$ cat config.mk
export PLATFORM = sky130hd
export DESIGN_NAME = strength_resolved_bus
export DESIGN_NICKNAME = d
export VERILOG_FILES = /design/src/rtl/strength_resolved_bus.sv
export SDC_FILE = /design/constraint.sdc
export NUM_CORES = 1
export LEC_CHECK = 0
export CAP_MARGIN = 20
export CORE_ASPECT_RATIO = 0.75
export CORE_MARGIN = 2
export CORE_UTILIZATION = 38
export CTS_CLUSTER_SIZE = 16
export DETAILED_ROUTE_END_ITERATION = 16
export GPL_ROUTABILITY_DRIVEN = 0
export PLACE_DENSITY_LB_ADDON = 0.2
export SETUP_SLACK_MARGIN = 0.15
export SLEW_MARGIN = 40
export SYNTH_ARGS = -nofsm -noshare
export SYNTH_HDL_FRONTEND = slang
export SYNTH_SLANG_ARGS = --single-unit
$ cat constraint.sdc
create_clock -name clk -period 2 [get_ports clk]
set_clock_uncertainty 0.2 [all_clocks]
set_input_delay 0.4 -clock clk [delete_from_list [all_inputs] [get_ports clk]]
set_output_delay 0.4 -clock clk [all_outputs]
set_load 0.05 [all_outputs]
$ cat src/rtl/strength_resolved_bus.sv
// Multi-channel shared bus resolved by drive strength: a granted channel drives strong,
// force drivers and the idle pull act at pull strength; round-robin owner with minimum hold.
module strength_resolved_bus #(
  parameter int unsigned WIDTH       = 8,
  parameter int unsigned CHANNELS    = 4,
  parameter int unsigned HOLD_CYCLES = 2,
  parameter int unsigned PULL_HIGH   = 1
) (
  input  logic                         clk,
  input  logic                         rst_n,
  input  logic [CHANNELS-1:0]          req,
  input  logic [CHANNELS*WIDTH-1:0]    data,
  input  logic [CHANNELS-1:0]          force_en,
  output logic [CHANNELS-1:0]          grant,
  output logic [$clog2(CHANNELS)-1:0]  owner,
  output logic [WIDTH-1:0]             bus,
  output logic [WIDTH-1:0]             bus_q,
  output logic                         valid,
  output logic [15:0]                  contention_cnt
);

  localparam int unsigned OW = $clog2(CHANNELS);
  localparam int unsigned HW = $clog2(HOLD_CYCLES) + 1;
  localparam logic [HW-1:0] HOLD_LOAD = HW'(HOLD_CYCLES - 1);
  localparam logic [WIDTH-1:0] PULL_VEC = (PULL_HIGH != 0) ? {WIDTH{1'b1}} : {WIDTH{1'b0}};

  localparam logic [0:0] IDLE  = 1'b0;
  localparam logic [0:0] GRANT = 1'b1;

  logic [0:0]          state_q, state_d;
  logic [CHANNELS-1:0] grant_q, grant_d;
  logic [OW-1:0]       owner_q, owner_d;
  logic [OW-1:0]       ptr_q, ptr_d;
  logic [HW-1:0]       hold_q, hold_d;
  logic                valid_q;
  logic [15:0]         cnt_q;
  logic                rearb;
  logic [OW-1:0]       arb_ptr;
  logic                contend;
  logic [WIDTH-1:0]    own_val, drv0, drv1;

  // First requester at or after ptr, searching circularly.
  function automatic logic [OW-1:0] rr_pick(input logic [CHANNELS-1:0] r,
                                            input logic [OW-1:0] ptr);
    logic [OW-1:0] sel;
    logic          found;
    int unsigned   idx;
    sel   = '0;
    found = 1'b0;
    for (int unsigned k = 0; k < CHANNELS; k++) begin
      idx = (32'(ptr) + k) % CHANNELS;
      if (!found && r[OW'(idx)]) begin
        found = 1'b1;
        sel   = OW'(idx);
      end
    end
    return sel;
  endfunction

  function automatic logic [OW-1:0] next_idx(input logic [OW-1:0] o);
    if (32'(o) == CHANNELS - 1) return '0;
    return o + OW'(1);
  endfunction

  // Next-state: hold the owner until its hold expires or it drops req, then rotate.
  always_comb begin
    state_d = state_q;
    grant_d = grant_q;
    owner_d = owner_q;
    ptr_d   = ptr_q;
    hold_d  = hold_q;
    rearb   = 1'b0;
    arb_ptr = ptr_q;
    case (state_q)
      IDLE: begin
        if (|req) rearb = 1'b1;
      end
      GRANT: begin
        if (req[owner_q] && (hold_q != '0)) begin
          hold_d = hold_q - HW'(1);
        end else begin
          ptr_d   = next_idx(owner_q);
          arb_ptr = next_idx(owner_q);
          if (|req) begin
            rearb = 1'b1;
          end else begin
            state_d = IDLE;
            grant_d = '0;
            owner_d = '0;
          end
        end
      end
      default: state_d = IDLE;
    endcase
    if (rearb) begin
      owner_d = rr_pick(req, arb_ptr);
      grant_d = CHANNELS'(1) << owner_d;
      hold_d  = HOLD_LOAD;
      state_d = GRANT;
    end
  end

  // Strength resolution: strong owner wins; otherwise pull-strength drivers must agree or give X.
  always_comb begin
    own_val = '0;
    drv1    = PULL_VEC;
    drv0    = ~PULL_VEC;
    bus     = '0;
    for (int unsigned i = 0; i < CHANNELS; i++) begin
      if (grant_q[i]) own_val = own_val | data[i*WIDTH +: WIDTH];
      if (force_en[i]) begin
        drv1 = drv1 | data[i*WIDTH +: WIDTH];
        drv0 = drv0 | ~data[i*WIDTH +: WIDTH];
      end
    end
    for (int unsigned b = 0; b < WIDTH; b++) begin
      if (|grant_q)              bus[b] = own_val[b];
      else if (drv0[b] && drv1[b]) bus[b] = 1'bx;
      else                       bus[b] = drv1[b];
    end
  end

  assign contend = (|force_en) && ((|grant_q) || ($countones(force_en) > 1));

  always_ff @(posedge clk or negedge rst_n) begin
    if (!rst_n) begin
      state_q <= IDLE;
      grant_q <= '0;
      owner_q <= '0;
      ptr_q   <= '0;
      hold_q  <= '0;
      bus_q   <= PULL_VEC;
      valid_q <= 1'b0;
      cnt_q   <= '0;
    end else begin
      state_q <= state_d;
      grant_q <= grant_d;
      owner_q <= owner_d;
      ptr_q   <= ptr_d;
      hold_q  <= hold_d;
      bus_q   <= bus;
      valid_q <= |grant_q;
      if (contend && (cnt_q != 16'hFFFF)) cnt_q <= cnt_q + 16'd1;
    end
  end

  assign grant          = grant_q;
  assign owner          = owner_q;
  assign valid          = valid_q;
  assign contention_cnt = cnt_q;

endmodule
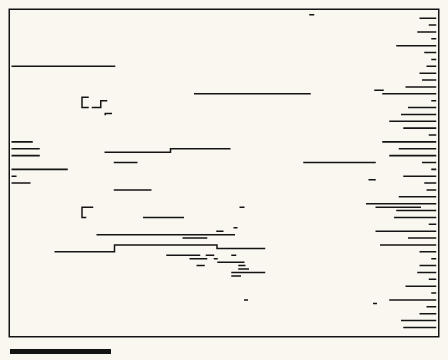
Run 1: M3 wires
Bar = 20 um.
share of all routed wire: 6.9%
wire length on this layer: 485 um
nets with wire on the layer: 74
longest straight run: 27.1 um
vias post-DR: 2,039
global-route met3 utilization: 0.04713
Routed Wire Length: 7.064 mm

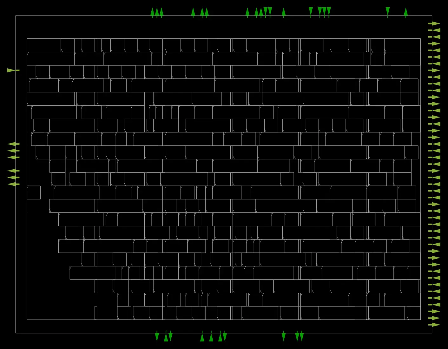
Run 1: placed standard cells
# fillers: 214
final sequential cell count: 36
Core Area: 0.004572 mm2
flop share of the area: 0.2398
number of placement rows: 21

==> notes.md, run 1 <==
Summary of implementation figures.

Synthesis
The number of instances in the synthesized netlist is around 170. Among the non-sequential cells, AND-OR/OR-AND gates take the most area. The chip area line in the Yosys stat output reads 0.001856 mm2. The post-synthesis share of cell area spent on and, or, nand and nor gates is 0.1693. The area share of the leading cell type in the synthesized netlist is 0.3776. The post-synthesis cell type count is 45. The number of register bits inferred by synthesis is 36. In this run, the synthesized area fraction spent on xor and xnor cells is recorded as 0.07080. The main area contributors are sky130_fd_sc_hd__dfrtp_1 38%, sky130_fd_sc_hd__dfstp_2 11%, sky130_fd_sc_hd__a22oi_1 6.9%. The share of synthesized area spent on multiplexers is 0.02225. The average cell area after synthesis is 10.66 um2.

The cell area after synthesis is roughly 0.0019 mm2. The most common cell in the synthesized netlist is sky130_fd_sc_hd__dfrtp_1. The warning tally printed by Yosys for this design is 0. The number of standard cells reported by yosys is around 170. Per the synthesis report, the adder-cell share of the synthesized area is 0.03776.

Outcome
The checks that failed: setup timing. The run finished, with violations left.

STA
The critical path in the final layout is reported with a setup slack of -0.3848 ns. The total setup violations reported at the end of the flow is 26. The final tally of hold violations is 0. The shortest period the worst path allows is 2.385 ns. The slew at the pin with the worst max-slew slack is 0.6180 ns.

Setup repair after global routing could not meet its margin everywhere. Static timing analysis puts the maximum clock frequency at around 420 MHz.

CTS
The number of hold buffers added after cts is 0. The clock latency at the later pin of the worst-skew pair is around 0.3 ns. The number of post-CTS setup repair buffers is 16. The root cell of the clock tree is sky130_fd_sc_hd__clkbuf_8. The level count of the clock H-tree is 2. The clock-pin slew on the worst setup and hold paths is ~0.07 ns. CTS added clock buffers totalling 5. The CTS tree is built.

Critical path
The critical path is of the reg2reg type. The startpoint of the most critical register-to-register path is hold_q[0]. The capturing point of the worst reg2reg path is grant[0].

The worst setup path is launched from a flip-flop. Following the worst setup path forward leads to its endpoint at grant[0].

Drt
The residual antenna-violating net count after detailed routing is 0. Using the TritonRoute via totals, the vias-per-cell ratio works out to 5.437. The average wire per standard cell is 18.84 um.

The length of routed met2 wiring is ~3.4 mm. The topmost layer with routed signal wires is met4. The routed length on met3 is 484 um.

Global route
For this run, global-route usage on met1 was measured as 0.3109. The aggregate global-route resource usage is 0.2358. The first global-routing pass estimated 10.21 mm of wire. The met2 routing resource usage after global routing is 0.3898.

Floorplanning
The I/O pin count is 81. Tap insertion was completed with 57 tapcells. The floorplan-stage core utilization is 0.4059. Measured along the x axis, the die boundary spans 84.69 um.

Finish
The area of the multi-input gates is 0.001262 mm2. Per the layout area report, the register area comes to 923.4 um2. Measured on the final layout, buffering overhead outside the clock network stands at 0.3734.

The non-clock inverter count in the final layout is 10.

Job
The number of maximum-capacitance violations recorded for the run is 0. The stage-log warning count is 30.

Place
The instance area after placement is around 0.0033 mm2. At the placement stage, the worst setup path has a slack of -0.6545 ns. The instance count after placement with tap cells included is between 300 and 400.
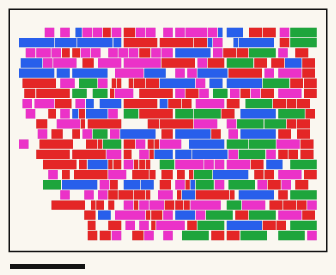
Run 1: cell sizes after repair
Bar = 20 um.
[red] x1 and smaller | cells: 136
[magenta] x3 and x4 | cells: 100
[blue] x2 | cells: 46
[green] x6 and larger | cells: 36
Area growth syn-to-layout: 107.5%
Final Cell Area: 0.003850 mm2

run 1: critical path, stage by stage, from the launching register on:
cell and delay (ns):
sky130_fd_sc_hd__dfrtp_1 0.35, sky130_fd_sc_hd__inv_1 0.05, sky130_fd_sc_hd__ha_2 0.18, sky130_fd_sc_hd__or2_1 0.23, sky130_fd_sc_hd__o221a_1 0.23, sky130_fd_sc_hd__o22a_2 0.27, sky130_fd_sc_hd__inv_2 0.10, sky130_fd_sc_hd__mux2i_4 0.30
sky130_fd_sc_hd__a31oi_4 0.13, sky130_fd_sc_hd__a22o_1 0.23
run 1: sequential cells by signal, indices dropped and copies added, names as in the netlist:
register        flops
contention_cnt     16
bus_q               8
grant               4
hold_q              2
owner               2
ptr_q               2
state_q             1
valid               1
Run 1, metal 4:
Supply wires on this layer in grey.
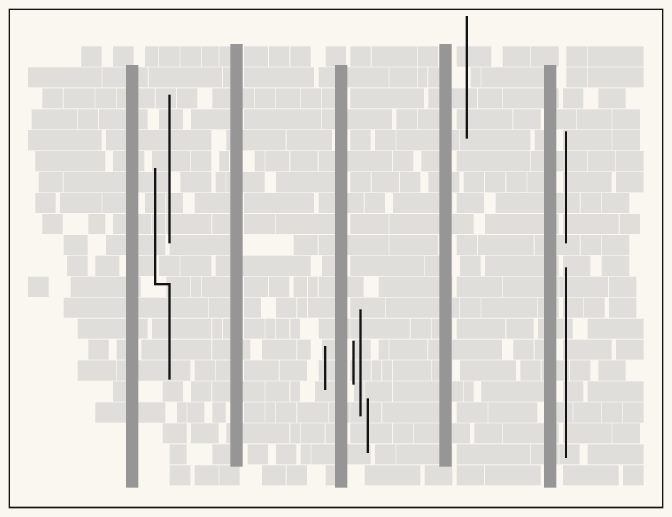

==> run 2: changes to the inputs <==
- ABC_AREA: unset -> 1
- CORE_UTILIZATION: 38 -> 40
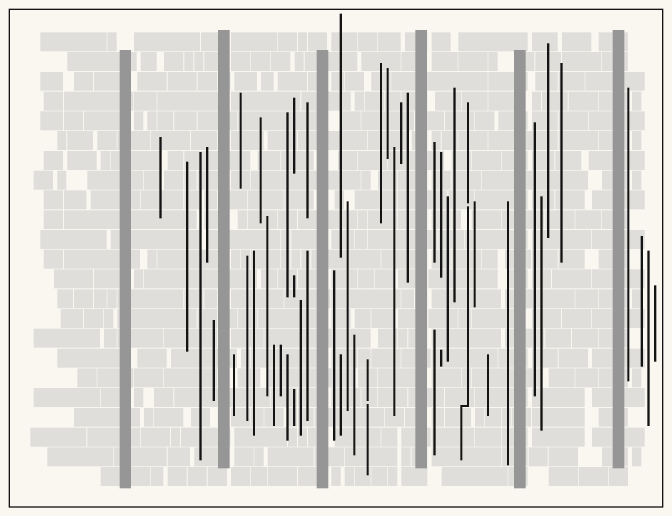
Run 2: metal 4
Supply wires on this layer in grey.
share of all routed wire: 7.3%
main direction: vertical
wire length on this layer: 1,000 um
longest straight run: 42.2 um
nets with wire on the layer: 51
Routed Wire Length: 13.73 mm
vias post-DR: 3,112

==> run 2 against run 1 <==
  * First-iteration DRC count increased to 4.0 times the previous value
  * Die size increased by 12%
  * Sequential share of layout area decreased by 4.8 points
  * Cell count increased by 41%
  * Core utilization increased by 6.8 points
  * The flow still finishes with violations (setup timing)
  * Fmax decreased by 14%
  * Global-route usage increased by 9.4 points
  * Largest cell class unchanged
  * Synthesized area increased by 19%
  * Via count increased by 53%
==> notes.md, run 2 <==
Summary of implementation figures.

Floorplanning
The width of the die is 89.73 um. For this configuration, the core starts out at a cell density of 0.4141. The I/O pin count is 81. Across the placement rows, the number of tap cells is 75. The floorplan core area is 0.005324 mm2. The total number of placement rows is 23.

Critical path
The worst setup path is captured at a flip-flop. The timing report gives the worst reg2reg path a setup slack of -0.79 ns. The critical path's largest stage delay is 0.46 ns. For the worst reg-to-reg path, the endpoint reported by OpenROAD is grant[2].

STA classifies the critical path startpoint as a flip-flop. The critical path contains buffers and inverters numbering 2 combined. Broken down by cell family, the worst path's largest delay share belongs to simple AND/OR/NAND/NOR gates.

The end of the critical path is grant[2]. Looking at the reg2reg group, the worst path starts from owner[0]. The timing report shows that the slowest cell on the worst path is sky130_fd_sc_hd__dfrtp_2. The report lists the cells along the critical path as inv_2, nand2_1, nand3_2, nand2_2, nand2_4, nand2_8, nand2_8, buf_6, nand3_4, nand3_4, nand2_4, nor2_8, nand2_2, nand2_2, nand2_1, nand3_1, nand2_1. The STA report counts the stages on the worst setup path as 17. The type of the setup path with the least slack is reg2reg.

CTS
After clock tree synthesis, the flow added hold-fix buffers numbering 0. The number of post-CTS setup repair buffers is 38. The number of buffers inserted during clock tree synthesis is 5. Clock latency on the worst-skew pair, taken at its later pin, is 0.31 ns. The CTS tree is built. Looking at the clock tree report, the H-tree level count equals 2. The root cell of the clock tree is sky130_fd_sc_hd__clkbuf_8. The clock-pin slew on the worst setup and hold paths is 0.10 ns.

Outcome
The final reports fail on setup timing. The flow ran to the end, but the final reports show violations.

Drt
The detailed router reports a met3 wire length of 1.482 mm. The vias per cell is 5.905. For this sky-water flow run, the detailed-routed wirelength per cell is reported as between 20 and 30 um. The topmost layer with routed signal wires is met4. The residual antenna-violating net count after detailed routing is 0. The length of routed met2 wiring is roughly 6.5 mm.

STA
The total setup violations reported at the end of the flow is 33. The worst path setup slack after routing is -0.7858 ns. The shortest period the worst path allows is 2.786 ns.

The highest achievable clock rate is 359.0 MHz. For the pin with the worst max-slew slack, the measured transition is ~0.84 ns. Setup repair after global routing could not meet its margin everywhere. The final tally of hold violations is 0.

Synthesis
Yosys attributes the largest share of cell area to sky130_fd_sc_hd__dfrtp_1 32%, sky130_fd_sc_hd__nand2_1 12%, sky130_fd_sc_hd__dfstp_2 9.5%. Per the synthesis report, the adder-cell share of the synthesized area is 0.03178. The net count entering floorplan is 305. The synthesized chip area reported by yosys is 0.002205 mm2. The number of standard cells reported by yosys is approximately 260. The area share of the leading cell type in the synthesized netlist is 0.3178. The synthesized instance count is about 260. Of the total synthesized cell area, the portion taken by AND, OR, NAND and NOR gates is 0.3241. The biggest combinational cell group after synthesis is simple AND/OR/NAND/NOR gates. In this run, distinct cell masters in the synthesized netlist total 36. The synthesis report lists the Yosys warning total as 0. The area fraction in compound gates after synthesis is 0.1010.

Of the post-synthesis cell area, the part taken by muxes is 0.005108. In this run the cell area of the synthesized design comes to 0.002205 mm2. The average cell area after synthesis is between 8 and 9 um2. The number of register bits inferred by synthesis is 36. The most common cell in the synthesized netlist is sky130_fd_sc_hd__nand2_1. The post-synthesis xor/xnor area fraction is 0.05562.

Global route
The aggregate global-route resource usage is 0.3293. For this run, global-route usage on met1 was measured as 0.3783. The met3 track demand over resource is 0.09251. The met2 routing resource usage after global routing is 0.5966.

The global-route wire length before repair is roughly 15 mm.

Finish
Of the total standard cell area in the layout, the sequential portion is 0.1919. The sequential cells in the finished layout cover a total of about 930 um2. The non-clock buffer share of cell area is 0.3937. The number of filler cells placed in the layout is around 180.

The area of the multi-input gates is 0.001718 mm2. The finished cells cover 0.004843 mm2. The number of flip-flops in the largest register is 16.

The non-clock inverter count in the final layout is 27. Once layout is complete, the utilization of the core stands at 0.9098. The final layout contains a sequential cell count of 36.

Place
The instance area after placement is 0.003643 mm2. Prior to clock tree synthesis, the placed netlist has a worst setup slack of -1.099 ns. Counting tap cells, the placed design contains a total of 469 instances.

Job
The tool flagged a number of max-cap violations equal to 0.
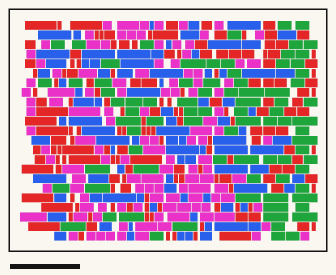
Run 2: cell sizes after repair
Bar = 20 um.
[blue] x2 | cells: 89
[magenta] x3 and x4 | cells: 121
[green] x6 and larger | cells: 83
[red] x1 and smaller | cells: 159
least setup slack across all paths after layout: -0.7858 ns
Non-CTS buffers: 190
Area growth syn-to-layout: 119.7%

==> run 2: cell types whose count changed after synthesis, moves of 7 or more <==
cell	before	now
sky130_fd_sc_hd__nand2_1	16	69
sky130_fd_sc_hd__a22oi_1	17	0
sky130_fd_sc_hd__inv_1	8	26
sky130_fd_sc_hd__nand3_1	17	30
sky130_fd_sc_hd__xnor2_1	13	6
sky130_fd_sc_hd__nand2_2	0	14
Run 2, M3 wires:
Bar = 20 um.
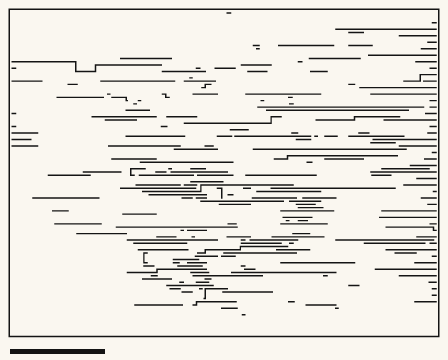

==> run 3: changes to the inputs <==
- CELL_PAD_IN_SITES_DETAIL_PLACEMENT: unset -> 0
- CELL_PAD_IN_SITES_GLOBAL_PLACEMENT: unset -> 1
- CORE_UTILIZATION: 40 -> 29
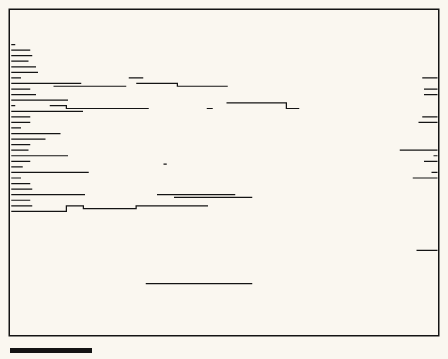
Run 3: M3 wires
Bar = 20 um.
Routed Wire Length: 7.359 mm
vias post-DR: 2,406
global-route met3 utilization: 0.05224

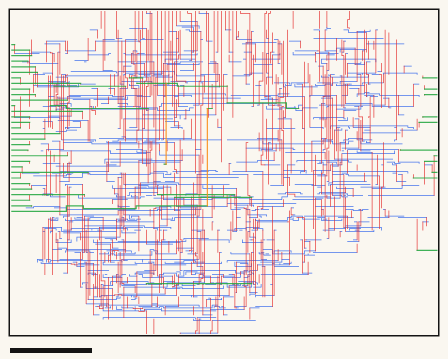
Run 3: metal layers overlaid
Bar = 20 um.
[blue] M1 | wire length: 3,340 um
[red] M2 | wire length: 3,530 um
[green] M3 | wire length: 446 um
[orange] M4 | wire length: 43.5 um
GRT Total Usage: 0.1828
wire length per cell: 13.70 um

==> run 3 against run 2 <==
  * The flow still finishes with violations (setup timing)
  * Synthesized cell count stayed put
  * Hold slack better by 0.023 ns
  * Register-to-register slack better by 0.49 ns
  * Critical path depth unchanged
  * Cell count rose by 1.9%
  * Sequential cell count stayed put
  * Core utilization fell by 28 points
  * Wire length down 46%
  * Critical path type unchanged
  * Critical endpoint is now grant[1]
==> notes.md, run 3 <==
Summary of implementation figures.

Outcome
The run finished, with violations left. The final reports fail on setup timing.

Synthesis
The number of instances in the synthesized netlist is around 260. The area fraction in compound gates after synthesis is 0.1010. The cell-mix breakdown from Yosys lists the XOR/XNOR area share as 0.05562. The biggest combinational cell group after synthesis is simple AND/OR/NAND/NOR gates. Yosys printed 0 warnings. The area recorded from the Yosys report for this design is 0.002205 mm2. The number of nets handed over by synthesis was between 300 and 400. The share of synthesized area spent on multiplexers is 0.005108.

The library cell occupying the most area in the post-synthesis netlist is sky130_fd_sc_hd__dfrtp_1. The number of standard cells reported by yosys is 258. The area share of the leading cell type in the synthesized netlist is 0.3178. Summing every instance area after synthesis gives 0.002205 mm2. In this run, the synthesized area fraction spent on adder and majority cells is recorded as 0.03178. Synthesis instantiated 36 different standard cells from the library.

Sorting the synthesized cells by area gives the leading types as sky130_fd_sc_hd__dfrtp_1 32%, sky130_fd_sc_hd__nand2_1 12%, sky130_fd_sc_hd__dfstp_2 9.5%. The post-synthesis share of cell area spent on and, or, nand and nor gates is 0.3241. Yosys reported a register bit count of 36.

Averaged over all synthesized cells, the footprint is 8.545 um2. The most common cell in the synthesized netlist is sky130_fd_sc_hd__nand2_1.

Finish
The final antenna diode tally reported by the flow is 0. The layout has 27 inverters outside the clock class. Summing all flip-flop and latch instances after layout gives 929.6 um2. The area-dominant cell class after layout is buffers. Leaving out filler cells and counting taps, the final layout contains 537.

For this run, the post-layout net count is 482. The synthesis-to-layout area growth is 109.9%. According to the cell report, flip-flops and latches in the layout number 36. Measured on the finished design, the core utilization comes to 0.6283. The finished cells cover 0.004627 mm2. The number of flip-flops in the largest register is 16. The fraction of area in registers is 0.2009. Per the layout report, the design carries 613 filler cells. The number of buffers outside the clock class in the layout is 174.

Measured on the final layout, buffering overhead outside the clock network stands at 0.3672. The area of the multi-input gates is ~0.0016 mm2. The most common logic cells in the final layout are 85 x sky130_fd_sc_hd__buf_4, 39 x sky130_fd_sc_hd__nand2_1, 33 x sky130_fd_sc_hd__buf_6.

CTS
The number of sinks handled by clock tree synthesis is 36. TritonCTS built the clock tree. CTS built an H-tree with a depth of 2. The number of buffers inserted during clock tree synthesis is 5. The root cell of the clock tree is sky130_fd_sc_hd__clkbuf_8. On the worst setup and hold paths after CTS, the clock-pin slew comes to 0.08 ns. The maximum buffer depth of the clock tree is 2.

The number of hold buffers added after cts is 1. The clock latency at the later pin of the worst-skew pair is 0.29 ns. After clock tree synthesis, the setup repair step added 33 buffers.

Critical path
For flop-to-flop paths, the worst setup slack is -0.30 ns. The type of the setup path with the least slack is reg2reg. The slowest stage cell on the critical path is sky130_fd_sc_hd__dfrtp_2. The path length in cells of the critical path is 17.

The nature of the critical path endpoint is a flip-flop. The type of element launching the critical path is a flip-flop. The capturing point of the worst reg2reg path is grant[1]. The kind of cell with the highest combined delay on the critical path is simple AND/OR/NAND/NOR gates.

STA lists the startpoint of the worst register-to-register path as owner[0]. The critical path's largest stage delay is roughly 0.46 ns. Following the worst setup path forward leads to its endpoint at grant[1]. The launch point of the critical path was reported as owner[0]. The number of buffer and inverter instances along the worst setup path is 1.

Traced cell by cell, the critical path runs through inv_2, nand2_1, nand3_1, nand2_2, nand2_4, nand2_8, nand2_8, nand2_4, nand2_2, nand2_4, nand2_2, nand2_4, nor2_8, nand2_2, nand2_2, nand3_2, o21ai_2. Per STA, the library cell used most along the worst path is sky130_fd_sc_hd__nand2_2.

Place
OpenSTA, run right after detailed placement, puts the worst setup slack at -1.020 ns. The placed wire-length estimate is between 4 and 5 mm. The instance count after placement with tap cells included is about 490.

The instance area after placement is 0.003598 mm2.

Floorplanning
The I/O pin count is 81. In the floorplan report the effective utilization is 0.2994. The floorplan core area is 0.007365 mm2. After floorplanning, the core was divided into 27 placement rows. Tap insertion was completed with around 100 tapcells. Measured along the x axis, the die boundary spans 104.7 um.

Global route
On met2, the global router reports a usage of 0.2987. The first global-routing pass estimated between 10 and 15 mm of wire. Global routing put the most usage on met2. The number of global-route vias before repair is 2,551. Summed over all layers, the global routing overflow is 0.

The routing usage on met1 is 0.2399. The largest net degree at the start of global routing is 37.

Drt
Once detail routing completed, the nets flagged for antenna violations numbered 0. The length of routed met2 wiring is 3.532 mm. The detailed router reports a met3 wire length of 446 um. The topmost layer with routed signal wires is met4.

The remaining design rule violation count is 0. After the first detailed-routing iteration, the DRC count stood at 34. The vias per cell is 4.480.

Job
Per the run summary, max-cap violations total 0. The number of warnings reported in the stage logs is 30.

STA
The highest achievable clock rate is about 440 MHz. The worst slew margin relative to its limit is 0.6980. Counting I/O delays and the setup requirement, the final critical path takes 2.299 ns. The slew at the pin with the worst max-slew slack is 0.4530 ns.

The final hold slack is 0.2946 ns. The final tally of hold violations is 0. Setup repair after global routing could not meet its margin everywhere.

Setup slack on the critical path of the routed design comes to -0.2986 ns. Setup violations remaining at the end of the flow were counted as 23.

Worst hold path
For the worst min-delay path, the startpoint reported by OpenROAD is contention_cnt[15]. The type of the most critical hold path is reg2reg.
-- run 3: netlist changes by cell type in the layout (fill, tap and decap cells not counted), moves of 3 or more --
cell / previous run / this run
sky130_fd_sc_hd__buf_4: 81 / 85
sky130_fd_sc_hd__nand2_2: 22 / 28
sky130_fd_sc_hd__buf_6: 54 / 33
sky130_fd_sc_hd__nand3_4: 8 / 5
sky130_fd_sc_hd__o21ai_1: 0 / 3
sky130_fd_sc_hd__nand2_4: 22 / 18
